**Clock routing**

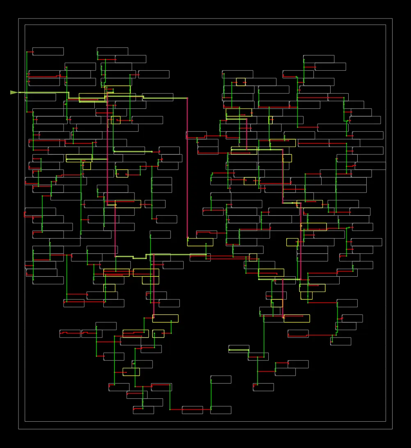
**Placement density heat map**

(2 px per um) 13 x 15 tiles, from white (low) to dark blue (high), 0 to 100% covered.
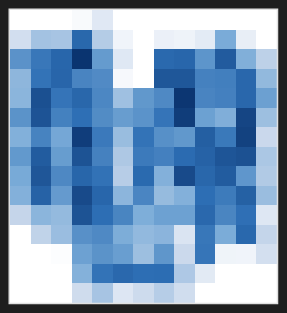
**Sequential cells grouped by signal name**

(3 px per um) Other sequential cells in the stronger gray, the rest of the logic in the fainter gray.
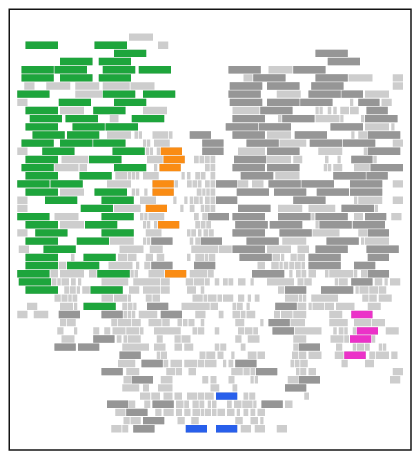
==> config.mk <==
export PLATFORM = sky130hd
export DESIGN_NAME = i2c_slave_gen2_flat
export DESIGN_NICKNAME = d
export VERILOG_FILES = /design/src/rtl/i2c_pkg.sv /design/src/rtl/i2c_slave_gen2_if.sv /design/src/rtl/i2c_sync_fifo.sv /design/src/rtl/i2c_slave_gen2.sv /design/src/flat_wrapper.sv
export SDC_FILE = /design/constraint.sdc
export NUM_CORES = 1
export LEC_CHECK = 0
export CAP_MARGIN = 40
export CORE_ASPECT_RATIO = 1.1
export CORE_MARGIN = 2
export CORE_UTILIZATION = 45
export CTS_CLUSTER_DIAMETER = 40
export CTS_CLUSTER_SIZE = 25
export DETAILED_ROUTE_END_ITERATION = 6
export HOLD_SLACK_MARGIN = 0.06
export PLACE_DENSITY = 0.68
export SYNTH_ARGS = -nofsm -noshare
export SYNTH_HDL_FRONTEND = slang
export SYNTH_HIERARCHICAL = 1
export SYNTH_SLANG_ARGS = --single-unit
==> constraint.sdc <==
create_clock -name clk -period 3.5 [get_ports clk]
set_clock_uncertainty 0.2 [all_clocks]
set_input_delay 0.35 -clock clk [delete_from_list [all_inputs] [get_ports clk]]
set_output_delay 0.35 -clock clk [all_outputs]
set_load 0.005 [all_outputs]
==> src/rtl/i2c_pkg.sv <==
// ----------------------------------------------------------------------------
// i2c_pkg
// Shared types and constants for the second-generation I2C slave.
//   i2c_state_t    : protocol FSM state encoding
//   I2C_ACK/NACK   : SDA level during the acknowledge bit
//   I2C_IDLE_BYTE  : byte served to a reading master when the TX FIFO is empty
// ----------------------------------------------------------------------------
package i2c_pkg;

    typedef enum logic [2:0] {
        IDLE,
        ADDR,
        ADDR_ACK,
        RX_BYTE,
        RX_ACK,
        TX_BYTE,
        TX_ACK,
        WAIT_STOP
    } i2c_state_t;

    localparam logic       I2C_ACK       = 1'b0;
    localparam logic       I2C_NACK      = 1'b1;
    localparam logic [7:0] I2C_IDLE_BYTE = 8'hFF;

endpackage

==> src/rtl/i2c_slave_gen2_if.sv <==
// ----------------------------------------------------------------------------
// i2c_slave_gen2_if
// Bundles the I2C pin pair and the host-side FIFO handshakes of the slave.
//   slave  modport : seen from i2c_slave_gen2
//   master modport : seen from whatever drives the bus pins and the host side
// Signals:
//   scl, sda_in             bus pins as read back from the wired bus
//   sda_out                 open-drain drive (0 pulls low, 1 releases)
//   write_enable/write_data push into the TX FIFO
//   fifo_empty/fifo_full    TX FIFO flags
//   read_enable/read_data   pop / show-ahead head of the RX FIFO
//   rx_empty/rx_full        RX FIFO flags
//   busy, tx_underrun       transfer status
// ----------------------------------------------------------------------------
interface i2c_slave_gen2_if;

    logic       scl;
    logic       sda_in;
    logic       sda_out;
    logic       write_enable;
    logic [7:0] write_data;
    logic       fifo_empty;
    logic       fifo_full;
    logic       read_enable;
    logic [7:0] read_data;
    logic       rx_empty;
    logic       rx_full;
    logic       busy;
    logic       tx_underrun;

    modport slave (
        input  scl, sda_in, write_enable, write_data, read_enable,
        output sda_out, fifo_empty, fifo_full, read_data, rx_empty, rx_full,
               busy, tx_underrun
    );

    modport master (
        output scl, sda_in, write_enable, write_data, read_enable,
        input  sda_out, fifo_empty, fifo_full, read_data, rx_empty, rx_full,
               busy, tx_underrun
    );

endinterface

==> src/rtl/i2c_sync_fifo.sv <==
// ----------------------------------------------------------------------------
// i2c_sync_fifo
// Single-clock show-ahead FIFO used for both the TX and RX byte queues.
//   clk, rst    clock / synchronous active-high reset (discards contents)
//   push        write push_data (ignored when full)
//   pop         drop the head entry (ignored when empty)
//   head_data   registered head of queue, 0 when empty
//   empty/full  occupancy flags, valid the cycle after a push/pop
// DEPTH must be a power of two >= 2 so the pointers wrap naturally.
// ----------------------------------------------------------------------------
module i2c_sync_fifo #(
    parameter int DEPTH = 8,
    parameter int WIDTH = 8
) (
    input  logic             clk,
    input  logic             rst,
    input  logic             push,
    input  logic [WIDTH-1:0] push_data,
    input  logic             pop,
    output logic [WIDTH-1:0] head_data,
    output logic             empty,
    output logic             full
);

    localparam int            AW         = $clog2(DEPTH);
    localparam logic [AW:0]   FULL_COUNT = (AW+1)'(DEPTH);

    logic [WIDTH-1:0] mem [DEPTH];
    logic [AW-1:0]    wr_ptr_reg;
    logic [AW-1:0]    rd_ptr_reg;
    logic [AW-1:0]    rd_ptr_next;
    logic [AW:0]      count_reg;
    logic [AW:0]      count_after_pop;
    logic [AW:0]      count_next;
    logic [WIDTH-1:0] head_reg;
    logic             do_push;
    logic             do_pop;

    always_comb begin
        do_push         = push && (count_reg != FULL_COUNT);
        do_pop          = pop  && (count_reg != '0);
        rd_ptr_next     = rd_ptr_reg + AW'(do_pop);
        count_after_pop = count_reg - (AW+1)'(do_pop);
        count_next      = count_after_pop + (AW+1)'(do_push);
    end

    // Storage array kept free of reset so it maps onto block RAM.
    always_ff @(posedge clk) begin
        if (do_push) begin
            mem[wr_ptr_reg] <= push_data;
        end
    end

    always_ff @(posedge clk) begin
        if (rst) begin
            wr_ptr_reg <= '0;
            rd_ptr_reg <= '0;
            count_reg  <= '0;
            head_reg   <= '0;
        end else begin
            wr_ptr_reg <= wr_ptr_reg + AW'(do_push);
            rd_ptr_reg <= rd_ptr_next;
            count_reg  <= count_next;
            // The head is a registered read of the next read slot. When the
            // queue would otherwise be empty the slot is being written this
            // very cycle, so the incoming word is forwarded instead.
            if (count_next == '0) begin
                head_reg <= '0;
            end else if (do_push && (count_after_pop == '0)) begin
                head_reg <= push_data;
            end else begin
                head_reg <= mem[rd_ptr_next];
            end
        end
    end

    assign head_data = head_reg;
    assign empty     = (count_reg == '0);
    assign full      = (count_reg == FULL_COUNT);

endmodule

==> src/rtl/i2c_slave_gen2.sv <==
// ----------------------------------------------------------------------------
// i2c_slave_gen2
// Address-matching I2C target. Master writes are pushed into an RX FIFO,
// master reads are served from a TX FIFO loaded by the host.
//   clk, rst   system clock / synchronous active-high reset
//   bus        i2c_slave_gen2_if.slave: scl/sda pins plus the host-side
//              TX push, RX pop, FIFO flags, busy and sticky tx_underrun
// Parameters: SLAVE_ADDR (7-bit address), TX_DEPTH, RX_DEPTH (powers of 2).
// ----------------------------------------------------------------------------
module i2c_slave_gen2
    import i2c_pkg::*;
#(
    parameter logic [6:0] SLAVE_ADDR = 7'h3C,
    parameter int         TX_DEPTH   = 8,
    parameter int         RX_DEPTH   = 8
) (
    input  logic             clk,
    input  logic             rst,
    i2c_slave_gen2_if.slave  bus
);

    // ------------------------------------------------------------------
    // Pin conditioning: two-flop synchroniser plus one delayed copy for
    // edge detection. Index 1 = scl, index 0 = sda. Reset to the idle
    // (released) bus level so no spurious edge appears after reset.
    // ------------------------------------------------------------------
    logic [1:0] pin_raw;
    logic [1:0] pin_sync;
    logic [1:0] pin_prev;

    assign pin_raw = {bus.scl, bus.sda_in};

    genvar gi;
    generate
        for (gi = 0; gi < 2; gi++) begin : g_sync
            logic meta_reg;
            logic sync_reg;
            logic prev_reg;

            always_ff @(posedge clk) begin
                if (rst) begin
                    meta_reg <= 1'b1;
                    sync_reg <= 1'b1;
                    prev_reg <= 1'b1;
                end else begin
                    meta_reg <= pin_raw[gi];
                    sync_reg <= meta_reg;
                    prev_reg <= sync_reg;
                end
            end

            assign pin_sync[gi] = sync_reg;
            assign pin_prev[gi] = prev_reg;
        end
    endgenerate

    logic scl_sync;
    logic sda_sync;
    logic scl_rise;
    logic scl_fall;
    logic start_det;
    logic stop_det;

    always_comb begin
        scl_sync  = pin_sync[1];
        sda_sync  = pin_sync[0];
        scl_rise  = pin_sync[1] & ~pin_prev[1];
        scl_fall  = ~pin_sync[1] & pin_prev[1];
        // SDA may only move under a steady-high SCL for START/STOP.
        start_det = pin_sync[1] & pin_prev[1] & pin_prev[0] & ~pin_sync[0];
        stop_det  = pin_sync[1] & pin_prev[1] & ~pin_prev[0] & pin_sync[0];
    end

    // ------------------------------------------------------------------
    // FIFOs
    // ------------------------------------------------------------------
    logic [7:0] tx_head;
    logic       tx_empty;
    logic       tx_pop;
    logic       rx_full;
    logic       rx_push_reg;
    logic [7:0] shift_reg;

    i2c_sync_fifo #(.DEPTH(TX_DEPTH), .WIDTH(8)) u_tx_fifo (
        .clk       (clk),
        .rst       (rst),
        .push      (bus.write_enable),
        .push_data (bus.write_data),
        .pop       (tx_pop),
        .head_data (tx_head),
        .empty     (tx_empty),
        .full      (bus.fifo_full)
    );

    // The received byte stays in shift_reg until the next RX_BYTE rising
    // edge, so it is still valid when the registered push fires.
    i2c_sync_fifo #(.DEPTH(RX_DEPTH), .WIDTH(8)) u_rx_fifo (
        .clk       (clk),
        .rst       (rst),
        .push      (rx_push_reg),
        .push_data (shift_reg),
        .pop       (bus.read_enable),
        .head_data (bus.read_data),
        .empty     (bus.rx_empty),
        .full      (rx_full)
    );

    assign bus.fifo_empty = tx_empty;
    assign bus.rx_full    = rx_full;

    // ------------------------------------------------------------------
    // Protocol FSM
    // ------------------------------------------------------------------
    i2c_state_t state_reg;
    logic [2:0] bit_cnt_reg;
    logic       sda_out_reg;
    logic       busy_reg;
    logic       underrun_reg;
    logic       rw_reg;
    // ACK sub-phase: in ADDR_ACK/RX_ACK set once the ACK is being driven;
    // in TX_ACK set once the master's ACK has been sampled.
    logic       phase_reg;
    logic [7:0] tx_load_byte;

    assign tx_load_byte = tx_empty ? I2C_IDLE_BYTE : tx_head;

    // A TX byte is fetched on the SCL fall that ends either the address
    // ACK of a read or a master ACK of the previous byte.
    always_comb begin
        tx_pop = 1'b0;
        if (scl_fall && phase_reg) begin
            if ((state_reg == ADDR_ACK) && rw_reg) begin
                tx_pop = 1'b1;
            end
            if (state_reg == TX_ACK) begin
                tx_pop = 1'b1;
            end
        end
    end

    always_ff @(posedge clk) begin
        if (rst) begin
            state_reg    <= IDLE;
            bit_cnt_reg  <= '0;
            shift_reg    <= '0;
            sda_out_reg  <= 1'b1;
            busy_reg     <= 1'b0;
            underrun_reg <= 1'b0;
            rw_reg       <= 1'b0;
            phase_reg    <= 1'b0;
            rx_push_reg  <= 1'b0;
        end else begin
            rx_push_reg <= 1'b0;
            if (stop_det) begin
                state_reg   <= IDLE;
                sda_out_reg <= 1'b1;
                busy_reg    <= 1'b0;
                phase_reg   <= 1'b0;
            end else if (start_det) begin
                state_reg    <= ADDR;
                bit_cnt_reg  <= '0;
                sda_out_reg  <= 1'b1;
                busy_reg     <= 1'b0;
                phase_reg    <= 1'b0;
                underrun_reg <= 1'b0;
            end else begin
                case (state_reg)
                    IDLE: begin
                        sda_out_reg <= 1'b1;
                    end

                    ADDR: begin
                        if (scl_rise) begin
                            shift_reg   <= {shift_reg[6:0], sda_sync};
                            bit_cnt_reg <= bit_cnt_reg + 3'd1;
                            if (bit_cnt_reg == 3'd7) begin
                                // Bits 7:1 already sit in shift_reg[6:0];
                                // the bit arriving now is R/W.
                                if (shift_reg[6:0] == SLAVE_ADDR) begin
                                    state_reg <= ADDR_ACK;
                                    rw_reg    <= sda_sync;
                                    busy_reg  <= 1'b1;
                                    phase_reg <= 1'b0;
                                end else begin
                                    state_reg   <= WAIT_STOP;
                                    sda_out_reg <= I2C_NACK;
                                end
                            end
                        end
                    end

                    ADDR_ACK: begin
                        if (scl_fall) begin
                            if (!phase_reg) begin
                                sda_out_reg <= I2C_ACK;
                                phase_reg   <= 1'b1;
                            end else begin
                                phase_reg   <= 1'b0;
                                bit_cnt_reg <= '0;
                                if (rw_reg) begin
                                    state_reg   <= TX_BYTE;
                                    shift_reg   <= tx_load_byte;
                                    sda_out_reg <= tx_load_byte[7];
                                    if (tx_empty) begin
                                        underrun_reg <= 1'b1;
                                    end
                                end else begin
                                    state_reg   <= RX_BYTE;
                                    sda_out_reg <= 1'b1;
                                end
                            end
                        end
                    end

                    RX_BYTE: begin
                        if (scl_rise) begin
                            shift_reg   <= {shift_reg[6:0], sda_sync};
                            bit_cnt_reg <= bit_cnt_reg + 3'd1;
                            if (bit_cnt_reg == 3'd7) begin
                                if (rx_full) begin
                                    state_reg   <= WAIT_STOP;
                                    busy_reg    <= 1'b0;
                                    sda_out_reg <= I2C_NACK;
                                end else begin
                                    state_reg <= RX_ACK;
                                    phase_reg <= 1'b0;
                                end
                            end
                        end
                    end

                    RX_ACK: begin
                        if (scl_fall) begin
                            if (!phase_reg) begin
                                sda_out_reg <= I2C_ACK;
                                rx_push_reg <= 1'b1;
                                phase_reg   <= 1'b1;
                            end else begin
                                sda_out_reg <= 1'b1;
                                phase_reg   <= 1'b0;
                                bit_cnt_reg <= '0;
                                state_reg   <= RX_BYTE;
                            end
                        end
                    end

                    TX_BYTE: begin
                        if (scl_fall) begin
                            if (bit_cnt_reg == 3'd7) begin
                                sda_out_reg <= 1'b1;
                                phase_reg   <= 1'b0;
                                state_reg   <= TX_ACK;
                            end else begin
                                sda_out_reg <= shift_reg[6];
                                shift_reg   <= {shift_reg[6:0], 1'b0};
                                bit_cnt_reg <= bit_cnt_reg + 3'd1;
                            end
                        end
                    end

                    TX_ACK: begin
                        if (scl_rise) begin
                            if (sda_sync == I2C_ACK) begin
                                phase_reg <= 1'b1;
                            end else begin
                                state_reg <= WAIT_STOP;
                                busy_reg  <= 1'b0;
                            end
                        end else if (scl_fall && phase_reg) begin
                            phase_reg   <= 1'b0;
                            bit_cnt_reg <= '0;
                            state_reg   <= TX_BYTE;
                            shift_reg   <= tx_load_byte;
                            sda_out_reg <= tx_load_byte[7];
                            if (tx_empty) begin
                                underrun_reg <= 1'b1;
                            end
                        end
                    end

                    WAIT_STOP: begin
                        sda_out_reg <= 1'b1;
                        busy_reg    <= 1'b0;
                    end

                    default: begin
                        state_reg <= IDLE;
                    end
                endcase
            end
        end
    end

    assign bus.sda_out     = sda_out_reg;
    assign bus.busy        = busy_reg;
    assign bus.tx_underrun = underrun_reg;

    // scl_sync is only consumed through the edge/START/STOP terms.
    logic unused_ok;
    assign unused_ok = scl_sync;

endmodule
==> src/flat_wrapper.sv <==
// flat-port wrapper written by rule: the top's interface ports become plain ports
module i2c_slave_gen2_flat import i2c_pkg::*;
#(
    parameter logic [6:0] SLAVE_ADDR = 7'h3C,
    parameter int         TX_DEPTH   = 8,
    parameter int         RX_DEPTH   = 8
)
  (clk, rst, bus_scl, bus_sda_in, bus_write_enable, bus_write_data, bus_read_enable, bus_sda_out, bus_fifo_empty, bus_fifo_full, bus_read_data, bus_rx_empty, bus_rx_full, bus_busy, bus_tx_underrun);
  i2c_slave_gen2_if bus_i ();
  input  logic clk;
  input  logic rst;
  input wire logic [$bits(bus_i.scl)-1:0] bus_scl;
  input wire logic [$bits(bus_i.sda_in)-1:0] bus_sda_in;
  input wire logic [$bits(bus_i.write_enable)-1:0] bus_write_enable;
  input wire logic [$bits(bus_i.write_data)-1:0] bus_write_data;
  input wire logic [$bits(bus_i.read_enable)-1:0] bus_read_enable;
  output wire logic [$bits(bus_i.sda_out)-1:0] bus_sda_out;
  output wire logic [$bits(bus_i.fifo_empty)-1:0] bus_fifo_empty;
  output wire logic [$bits(bus_i.fifo_full)-1:0] bus_fifo_full;
  output wire logic [$bits(bus_i.read_data)-1:0] bus_read_data;
  output wire logic [$bits(bus_i.rx_empty)-1:0] bus_rx_empty;
  output wire logic [$bits(bus_i.rx_full)-1:0] bus_rx_full;
  output wire logic [$bits(bus_i.busy)-1:0] bus_busy;
  output wire logic [$bits(bus_i.tx_underrun)-1:0] bus_tx_underrun;
  assign bus_i.scl = bus_scl;
  assign bus_i.sda_in = bus_sda_in;
  assign bus_i.write_enable = bus_write_enable;
  assign bus_i.write_data = bus_write_data;
  assign bus_i.read_enable = bus_read_enable;
  assign bus_sda_out = bus_i.sda_out;
  assign bus_fifo_empty = bus_i.fifo_empty;
  assign bus_fifo_full = bus_i.fifo_full;
  assign bus_read_data = bus_i.read_data;
  assign bus_rx_empty = bus_i.rx_empty;
  assign bus_rx_full = bus_i.rx_full;
  assign bus_busy = bus_i.busy;
  assign bus_tx_underrun = bus_i.tx_underrun;
  i2c_slave_gen2 #(.SLAVE_ADDR(SLAVE_ADDR), .TX_DEPTH(TX_DEPTH), .RX_DEPTH(RX_DEPTH)) u_core (.clk(clk), .rst(rst), .bus(bus_i));
endmodule
==> summary.rpt <==
FLOW METRICS REPORT
----------------------------------------------------
[Outcome]
  Status ........................ complete, no violations

[CTS]
  Worst skew pair latency ........................ 0.43 ns
  CTS-repair resized insts ........................ 0

[Route]
  Routed len/inst ........................ 17.5 um
  Drt drc ........................ 0

[STA]
  Setup TNS ........................ 0 ns
  Worst Setup Slack, final ........................ 0.266 ns

[Final layout]
  Net count of the finished layout ........................ 676
  Final design instance area without fill ........................ 0.00946 mm^2

[Die]
  Rows ........................ 52
  Die area ........................ 0.0195 mm^2

[Pwr]
  Total power per unit cell area ........................ 555 mW/mm^2
  Switching Share ........................ 26.4%

[Placed design]
  Post-place setup slack ........................ 0.381 ns

[Synthesis]
  Share of flip-flops with an asynchronous set or reset after synthesis ........................ 0%
  Compound-cell area share of the yosys netlist ........................ 9.64%
  Flip-flops with a built-in enable ........................ 128
  Cell count after synthesis ........................ 602
  # Cells Yosys ........................ 602
  Post-synth seq share ........................ 61.3%

[Global route]
  Largest net degree at the start of global routing ........................ 24

[Worst setup path]
  Worst Reg-to-Reg Cells ........................ 10
  Most repeated library cell on the critical path ........................ sky130_fd_sc_hd__ha_1

----------------------------------------------------
Notes on 'clock routing' above:
number of sequential cells: 190
Sinks on Clock Net: 190

Notes on 'placement density heat map' above:
The emptiest ninth of the die: bottom left. 22% of the tiles are over 75% full. The fullest tile reaches 98%. The mean over all tiles is 47%. 16% of the tiles are nearly empty.
Finished Core Util: 51.9%
area of the core region: 0.0182 mm^2

Notes on 'sequential cells grouped by signal name' above:
Orange is `u_core/u_tx_fifo/head_data`, placed flops 8, where middle. Green is `u_core/u_tx_fifo/mem`, placed flops 64. Blue is `u_core/state_reg`, placed flops 3. Magenta is `u_core/u_rx_fifo/count_reg`, placed flops 4, where bottom right.
register fraction of the total cell area: 53.7%
power of the sequential group: 2550 uW
sequential standard cell area: 0.00508 mm^2

-- layout by cell type (no fill, tap or decap), types with 8 or more instances in the layout --
| cell type | n |
|---|---|
| sky130_fd_sc_hd__dfxtp_1 | 62 |
| sky130_fd_sc_hd__nand2_1 | 51 |
| sky130_fd_sc_hd__o21ai_0 | 20 |
| sky130_fd_sc_hd__ha_1 | 18 |
| sky130_fd_sc_hd__nor2b_1 | 16 |
| sky130_fd_sc_hd__xnor2_1 | 9 |
| sky130_fd_sc_hd__nor2_1 | 49 |
| sky130_fd_sc_hd__clkbuf_16 | 17 |
| sky130_fd_sc_hd__clkdlybuf4s50_1 | 28 |
| sky130_fd_sc_hd__a311oi_1 | 8 |
| sky130_fd_sc_hd__inv_1 | 12 |
| sky130_fd_sc_hd__a21oi_1 | 24 |
| sky130_fd_sc_hd__mux4_2 | 32 |
| sky130_fd_sc_hd__edfxtp_1 | 128 |
| sky130_fd_sc_hd__buf_4 | 22 |
| sky130_fd_sc_hd__nand2b_1 | 13 |
| sky130_fd_sc_hd__nand3_1 | 12 |
| sky130_fd_sc_hd__nor3_1 | 16 |
| sky130_fd_sc_hd__a311oi_2 | 9 |
-- logic make-up after synthesis --
| group | count (synthesis) |
|---|---|
| flip-flops | 190 |
| buffers and inverters | 42 |
| AND/OR/NAND/NOR | 201 |
| AND-OR/OR-AND | 102 |
| XOR/XNOR | 16 |
| adder cells (fa/ha/maj) | 18 |
| multiplexers | 33 |
-- area by class of cell --
class / instances / area [um^2]
repair buffers: 50 / 445
clock inverters: 15 / 156
multi-input cells: 370 / 2990
inverters: 15 / 56.3
fillers: 1532 / 8760
clock buffers: 17 / 425
well taps: 243 / 304
flip-flops and latches: 190 / 5080
-- layer usage --
layer	vias up	part of all wire, %	global-route usage (%)	wire, um
li1	2380	-	-	-
met3	33	3.1	3.09	494
met1	2440	41	19.8	6490
met4	0	2.4	7.13	384
met5	-	0	0	0
met2	104	53	30.6	8360
-- worst max-delay path: cells and delay by family (launching register included) --
family,cells,cell delay (ns)
flops,1,0.54
fa+ha+maj,2,0.36
simple gates,4,0.99
xor+xnor,2,0.50
compound gates,2,0.55
-- power groups by stage --
stage	combinational [uW]	clock, uW	sequential [uW]
6_report	819	1880	2550
5_1_grt	903	2020	2560
4_1_cts	829	1920	2550
3_5_place_dp	825	0	2600
3_3_place_gp	807	0	2600
2_1_floorplan	608	0	2590
-- worst paths after layout --
check        slack, ns                            end
min               0.21      u_core/g_sync[0].sync_reg
min reg2reg       0.21      u_core/g_sync[0].sync_reg
max reg2reg       0.27  u_core/u_tx_fifo/head_data[3]
max               0.27  u_core/u_tx_fifo/head_data[3]
-- metrics by stage --
stage	total power (uW)	util, %
after floorplan	3190	-
after global placement	3400	48.7
after detailed placement	3430	48.7
after CTS	5300	51.9
after global routing	5490	51.9
final	5250	51.9
Power is estimated from default activity; no workload was simulated.
